$ cat src/rtl/esp_resp_parser_pkg.sv
// Shared constants, FSM state encoding and helpers for the ESP8266 response parser.
package esp_resp_parser_pkg;

  localparam logic [7:0] ASCII_CR   = 8'h0D;
  localparam logic [7:0] ASCII_LF   = 8'h0A;
  localparam logic [7:0] ASCII_ZERO = 8'h30;
  localparam logic [7:0] ASCII_NINE = 8'h39;

  // Strings packed MSB-first: character 0 lives in the top byte.
  localparam logic [15:0] STR_OK      = 16'h4F4B;              // "OK"
  localparam logic [55:0] STR_CONNECT = 56'h434F4E4E454354;    // "CONNECT"

  typedef enum logic [1:0] {
    S_COLLECT = 2'd0,
    S_GOT_CR  = 2'd1,
    S_OVF     = 2'd2,
    S_EVAL    = 2'd3
  } state_t;

  function automatic logic is_digit(input logic [7:0] b);
    return (b >= ASCII_ZERO) && (b <= ASCII_NINE);
  endfunction

endpackage

$ cat src/rtl/resp_line_buf.sv
// Line buffer for one response line: byte array, write pointer/length and
// combinational "OK" / "CONNECT" / all-digits matchers.
module resp_line_buf
  import esp_resp_parser_pkg::*;
#(
  parameter int MAX_LEN    = 16,
  parameter int NUM_DIGITS = 3
) (
  input  logic                           clk,
  input  logic                           rst,
  input  logic                           clr,
  input  logic                           wr_en,
  input  logic [7:0]                     wr_data,
  output logic [$clog2(MAX_LEN+1)-1:0]   len,
  output logic                           is_ok,
  output logic                           is_conn,
  output logic                           is_digits
);
  localparam int LW = $clog2(MAX_LEN + 1);

  logic [7:0]    mem_r [MAX_LEN];
  logic [LW-1:0] len_r;
  logic          is_ok_s;
  logic          is_conn_s;
  logic          is_dig_s;

  // Byte storage and length; the caller never writes once len reaches MAX_LEN.
  always_ff @(posedge clk or posedge rst) begin
    if (rst) begin
      len_r <= '0;
      for (int i = 0; i < MAX_LEN; i++) mem_r[i] <= 8'd0;
    end else if (clr) begin
      len_r <= '0;
    end else if (wr_en) begin
      for (int i = 0; i < MAX_LEN; i++) begin
        if (len_r == LW'(i)) mem_r[i] <= wr_data;
      end
      len_r <= len_r + LW'(1);
    end
  end

  // Exact-match and numeric-shape classification of the stored line.
  always_comb begin
    is_ok_s   = (len_r == LW'(2)) && (mem_r[0] == STR_OK[15:8]) && (mem_r[1] == STR_OK[7:0]);
    is_conn_s = (len_r == LW'(7));
    for (int i = 0; i < 7; i++) begin
      is_conn_s = is_conn_s && (mem_r[i] == STR_CONNECT[8*(6-i) +: 8]);
    end
    is_dig_s = (len_r != '0) && (len_r <= LW'(NUM_DIGITS));
    for (int i = 0; i < MAX_LEN; i++) begin
      if (LW'(i) < len_r) is_dig_s = is_dig_s && is_digit(mem_r[i]);
      else                is_dig_s = is_dig_s;
    end
  end

  assign len       = len_r;
  assign is_ok     = is_ok_s;
  assign is_conn   = is_conn_s;
  assign is_digits = is_dig_s;

endmodule

$ cat src/rtl/esp_resp_parser.sv
// ESP8266 response line parser: assembles CR-LF terminated lines from UART
// bytes and emits one-cycle OK / CONNECT / number / error pulses.
module esp_resp_parser
  import esp_resp_parser_pkg::*;
#(
  parameter int MAX_LEN    = 16,
  parameter int NUM_DIGITS = 3
) (
  input  logic       iCLK,
  input  logic       RST,
  input  logic [7:0] rx_byte,
  input  logic       rx_valid,
  output logic       ok_pulse,
  output logic       conn_pulse,
  output logic       num_valid,
  output logic [7:0] num_value,
  output logic       err_pulse,
  output logic       err_ovf,
  output logic       busy
);
  localparam int LW = $clog2(MAX_LEN + 1);

  state_t        state_r, state_s;
  logic [7:0]    skid_r, skid_s;
  logic          skid_vld_r, skid_vld_s;
  logic          ovf_r, ovf_s;
  logic          ferr_r, ferr_s;
  logic [9:0]    acc_r, acc_s;
  logic          ok_r, ok_s, conn_r, conn_s, num_r, num_s, err_r, err_s, err_ovf_r, err_ovf_s;
  logic [7:0]    num_value_r, num_value_s;
  logic          busy_r, busy_s;
  logic          in_vld_s;
  logic [7:0]    in_byte_s;
  logic          buf_wr_s, buf_clr_s;
  logic [LW-1:0] len_s;
  logic          is_ok_s, is_conn_s, is_dig_s;
  logic [13:0]   acc_mul_s;
  logic [9:0]    acc_sat_s;

  resp_line_buf #(.MAX_LEN(MAX_LEN), .NUM_DIGITS(NUM_DIGITS)) u_buf (
    .clk       (iCLK),
    .rst       (RST),
    .clr       (buf_clr_s),
    .wr_en     (buf_wr_s),
    .wr_data   (in_byte_s),
    .len       (len_s),
    .is_ok     (is_ok_s),
    .is_conn   (is_conn_s),
    .is_digits (is_dig_s)
  );

  // Decimal accumulator step, saturating at the 10-bit ceiling.
  always_comb begin
    acc_mul_s = ({4'd0, acc_r} * 14'd10) + {10'd0, in_byte_s[3:0]};
    if (acc_mul_s > 14'd1023) acc_sat_s = 10'd1023;
    else                      acc_sat_s = acc_mul_s[9:0];
  end

  // Next-state, skid handling and result classification.
  always_comb begin
    state_s     = state_r;
    skid_s      = skid_r;
    skid_vld_s  = skid_vld_r;
    ovf_s       = ovf_r;
    ferr_s      = ferr_r;
    acc_s       = acc_r;
    buf_wr_s    = 1'b0;
    buf_clr_s   = 1'b0;
    ok_s        = 1'b0;
    conn_s      = 1'b0;
    num_s       = 1'b0;
    err_s       = 1'b0;
    err_ovf_s   = 1'b0;
    num_value_s = num_value_r;
    if (skid_vld_r) begin
      in_vld_s  = 1'b1;
      in_byte_s = skid_r;
    end else begin
      in_vld_s  = rx_valid;
      in_byte_s = rx_byte;
    end
    case (state_r)
      S_EVAL: begin
        buf_clr_s = 1'b1;
        ovf_s     = 1'b0;
        ferr_s    = 1'b0;
        acc_s     = 10'd0;
        state_s   = S_COLLECT;
        if (ovf_r) begin
          err_s     = 1'b1;
          err_ovf_s = 1'b1;
        end else if (ferr_r) begin
          err_s = 1'b1;
        end else if (len_s == '0) begin
          err_s = 1'b0;
        end else if (is_ok_s) begin
          ok_s = 1'b1;
        end else if (is_conn_s) begin
          conn_s = 1'b1;
        end else if (is_dig_s && (acc_r <= 10'd255)) begin
          num_s       = 1'b1;
          num_value_s = acc_r[7:0];
        end else begin
          err_s = 1'b1;
        end
        // A byte landing here is parked; a second one is lost and spoils the next line.
        if (rx_valid) begin
          if (skid_vld_r) begin
            ferr_s = 1'b1;
          end else begin
            skid_s     = rx_byte;
            skid_vld_s = 1'b1;
          end
        end else begin
          skid_vld_s = skid_vld_r;
        end
      end
      default: begin
        if (skid_vld_r) begin
          if (rx_valid) begin
            skid_s     = rx_byte;
            skid_vld_s = 1'b1;
          end else begin
            skid_vld_s = 1'b0;
          end
        end else begin
          skid_vld_s = 1'b0;
        end
        if (in_vld_s) begin
          case (state_r)
            S_COLLECT: begin
              if (in_byte_s == ASCII_CR) begin
                state_s = S_GOT_CR;
              end else if (in_byte_s == ASCII_LF) begin
                state_s = S_EVAL;
              end else if (len_s == LW'(MAX_LEN)) begin
                ovf_s   = 1'b1;
                state_s = S_OVF;
              end else begin
                buf_wr_s = 1'b1;
                if (is_digit(in_byte_s)) acc_s = acc_sat_s;
                else                     acc_s = acc_r;
              end
            end
            S_OVF: begin
              if (in_byte_s == ASCII_LF) state_s = S_EVAL;
              else                       state_s = S_OVF;
            end
            S_GOT_CR: begin
              if (in_byte_s == ASCII_LF) begin
                state_s = S_EVAL;
              end else if (in_byte_s == ASCII_CR) begin
                state_s = S_GOT_CR;
              end else begin
                // Stray byte after CR: fail this line, replay the byte as the next line's first.
                ferr_s     = 1'b1;
                state_s    = S_EVAL;
                skid_vld_s = 1'b1;
                if (skid_vld_r) skid_s = skid_r;
                else            skid_s = in_byte_s;
              end
            end
            default: state_s = S_COLLECT;
          endcase
        end else begin
          state_s = state_r;
        end
      end
    endcase
  end

  assign busy_s = !((state_s == S_COLLECT) && (buf_clr_s || ((len_s == '0) && !buf_wr_s)));

  // State and registered outputs.
  always_ff @(posedge iCLK or posedge RST) begin
    if (RST) begin
      state_r     <= S_COLLECT;
      skid_r      <= 8'd0;
      skid_vld_r  <= 1'b0;
      ovf_r       <= 1'b0;
      ferr_r      <= 1'b0;
      acc_r       <= 10'd0;
      ok_r        <= 1'b0;
      conn_r      <= 1'b0;
      num_r       <= 1'b0;
      err_r       <= 1'b0;
      err_ovf_r   <= 1'b0;
      num_value_r <= 8'd0;
      busy_r      <= 1'b0;
    end else begin
      state_r     <= state_s;
      skid_r      <= skid_s;
      skid_vld_r  <= skid_vld_s;
      ovf_r       <= ovf_s;
      ferr_r      <= ferr_s;
      acc_r       <= acc_s;
      ok_r        <= ok_s;
      conn_r      <= conn_s;
      num_r       <= num_s;
      err_r       <= err_s;
      err_ovf_r   <= err_ovf_s;
      num_value_r <= num_value_s;
      busy_r      <= busy_s;
    end
  end

  assign ok_pulse   = ok_r;
  assign conn_pulse = conn_r;
  assign num_valid  = num_r;
  assign num_value  = num_value_r;
  assign err_pulse  = err_r;
  assign err_ovf    = err_ovf_r;
  assign busy       = busy_r;

endmodule

$ cat config.mk
export PLATFORM = sky130hd
export DESIGN_NAME = esp_resp_parser
export DESIGN_NICKNAME = d
export VERILOG_FILES = /design/src/rtl/esp_resp_parser_pkg.sv /design/src/rtl/resp_line_buf.sv /design/src/rtl/esp_resp_parser.sv
export SDC_FILE = /design/constraint.sdc
export NUM_CORES = 1
export LEC_CHECK = 0
export ABC_CLOCK_PERIOD_IN_PS = 3800
export CORE_ASPECT_RATIO = 2
export CORE_MARGIN = 10
export CORE_UTILIZATION = 54
export DETAILED_ROUTE_END_ITERATION = 16
export DONT_BUFFER_PORTS = 1
export PLACE_DENSITY = 0.69
export SETUP_SLACK_MARGIN = 0.2
export SYNTH_ARGS = -nofsm -noshare
export SYNTH_HDL_FRONTEND = slang
export SYNTH_SLANG_ARGS = --single-unit
$ cat constraint.sdc
create_clock -name iCLK -period 3.8 [get_ports iCLK]
set_input_delay 0.76 -clock iCLK [delete_from_list [all_inputs] [get_ports iCLK]]
set_output_delay 0.76 -clock iCLK [all_outputs]
set_load 0.005 [all_outputs]
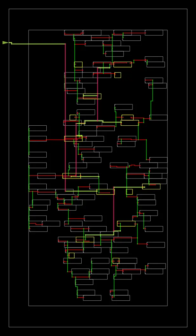
Figure 1: clock wiring as the flow saved it.
total CTS buffers: 9
Clock buffer cells: 9
Flops: 98
Clk. pwr: 0.896 mW
number of clock sinks: 98

==> Changelog: implementation <==
### Changed

* Status: completed
* GRT Total Usage at 18.1%
* Yosys simple share at 14.7%
* Data arrival, critical path at 3620 ps
* Setup TNS at 0 ps
* Peak VDD IR at 0.000327 V
* Adder Share, Synth at 7.06%
* Remaining global-route overflow at 0
* Fill cells at 844
* Root buf cell: clkbuf_16
* DP HPWL at 10.0 mm
* Inst Count DP at 600
* Pins Over Slew Limit at 0
* Cells after Synth at 482
* Worst path cell trace: mux2i_1, inv_1, ha_1, a21o_1, a21oi_1, nor4_1, nand4_1, mux2_1, o211ai_1
* Synth top cells by count: dfrtp_1, mux2_2, ha_1, nor2_1, a21oi_1
* CP max FO at 20
* Final GP Congestion at 0.952
* Syn avg cell area at 11.5 sq um
* Worst-Margin Slew at 803 ps
* Worst Setup End Kind: flop
* Clk_skew at 10.6 ps
* Synthesized Nets at 523
* Largest net degree at the start of global routing at 54
* Post-CTS setup buffer count at 0
* Most used DFF post-synth: dfrtp_1
* Most frequent logic cell in the layout: dfrtp_1
* Xor+xnor area frac at 1.90%
* Rows at 52
* Power Dens Cells at 694 nW/um^2
* Final setup viols at 0
* Final hold vios at 0
* Most frequent cells in the layout: dfrtp_1, mux2_2, nor2_1, ha_1, a21oi_1
* Nets at 517
* Max_cap viols at 0
* Post-synth EDFFs at 0
* CTS tree: yes
* Wire length of the first global-routing pass at 21.3 mm
* I/O pin count at 25
* Fmax at 298 MHz
* Starting Density at 54.9%
* Yosys top cell by area: dfrtp_1
* Relative slew slack at 46.5%
* Synth top area share at 44.3%
* Clk buf depth at 2
* Total power at 4.11 mW
* Syn-to-layout area delta at 7.12%
* Fin cells at 616
* CP Launch Type: flop
* Kind of critical path: reg2reg
* Final core utilization at 58.8%
* Final instance area at 5930 sq um
* MUX area fraction at 16.1%
* Final ANT Viol Nets at 0
* # Cells Yosys at 482
* Final period util at 88.2%
* Placement Setup Slack at 500 ps
* Yosys warns at 0
* Final worst slack at 448 ps
* Comb area leader: multiplexers
* Tool warning count at 33
* Top cells by area: dfrtp_1, mux2_2, ha_1
* Delay-heaviest family, CP: multiplexers
* Post-synthesis register bit count at 98
* Core area at 10100 sq um
* Clk_lat worst skew at 350 ps
* Drt drc at 0
* Yosys stat area at 5530 sq um
* WP data required at 4060 ps
* Hold Crit Class: in2async
* Die ar. at 14900 sq um
* Die Width at 91.6 microns
* Drt first pass iters at 4
* H-tree depth at 3
* Worst hold margin at 389 ps
* Cts hold-fix bufs at 0
* Drt initial violations at 178
* WL per Instance at 21.4 microns
* Crit path buf inv count at 1
* Initial antenna violation count at 0
* Port Buffers at 0
* LEAKAGE at 2.73 nW
* Post-synth ARST share at 100%
* Netlist Area Pre-Place at 5530 sq um
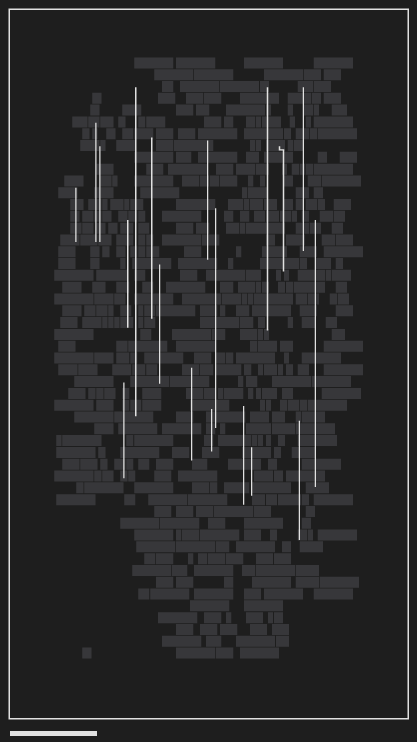
Figure 2: metal 4.
Bar = 20 microns. Cells faint in the background.
main direction: vertical
wire length on this layer: 604 microns
nets with wire on the layer: 15
longest straight run: 75.5 microns
DR vias: 3884
Routed Wire Length: 13.2 mm

-- cell type report --
class / count / area, sq um / share of cell area (%)
clock inverter: 7 / 70.1 / 1.18
inverter: 18 / 70.1 / 1.18
sequential: 98 / 2450 / 41.4
multi-input combinational: 343 / 2900 / 48.8
tap: 135 / 169 / 2.85
clock buffer: 9 / 225 / 3.80
timing repair buffer: 6 / 45.0 / 0.760
-- report_power, final --
| group | leakage [nW] | internal (mW) | switching, mW |
|---|---|---|---|
| Clock | 0.142 | 0.462 | 0.433 |
| Combinational | 1.30 | 0.687 | 0.847 |
| Sequential | 1.29 | 1.38 | 0.297 |
-- logic make-up after synthesis --
logic type	Yosys count
xor gates and xnor gates	12
muxes	77
AOI/OAI and AO/OA	99
and+or+nand+nor	125
DFF	98
adders and majority gates	30
buffers and inverters	41
-- final timing paths --
check	end	slack (ps)	cells after the start	startpoint
worst max-delay path	acc_r[8]	450	9	skid_vld_r
worst min-delay path	u_buf.mem_r[97]	390	1	RST
worst max register to register	acc_r[8]	450	9	skid_vld_r
worst min register to register	u_buf.mem_r[82]	490	1	u_buf.mem_r[82]
max in group asynchronous	u_buf.mem_r[90]	2620	2	RST
min in group iCLK	u_buf.mem_r[82]	490	1	u_buf.mem_r[82]
-- registers in the layout, indices dropped and copies added (netlist names) --
name	flops
acc_r	10
busy	1
conn_pulse	1
err_ovf	1
err_pulse	1
ferr_r	1
num_valid	1
num_value	8
ok_pulse	1
ovf_r	1
skid_r	8
skid_vld_r	1
state_r	2
u_buf.len	5
u_buf.mem_r	56
-- per-layer routing --
layer	global-route usage, %	part of all wire [%]
met5	0	0
met4	10.8	4.6
met2	34.0	55
met1	17.0	35
met3	4.55	4.8
Power figures rest on the tool's default switching activity, not on a simulated workload.
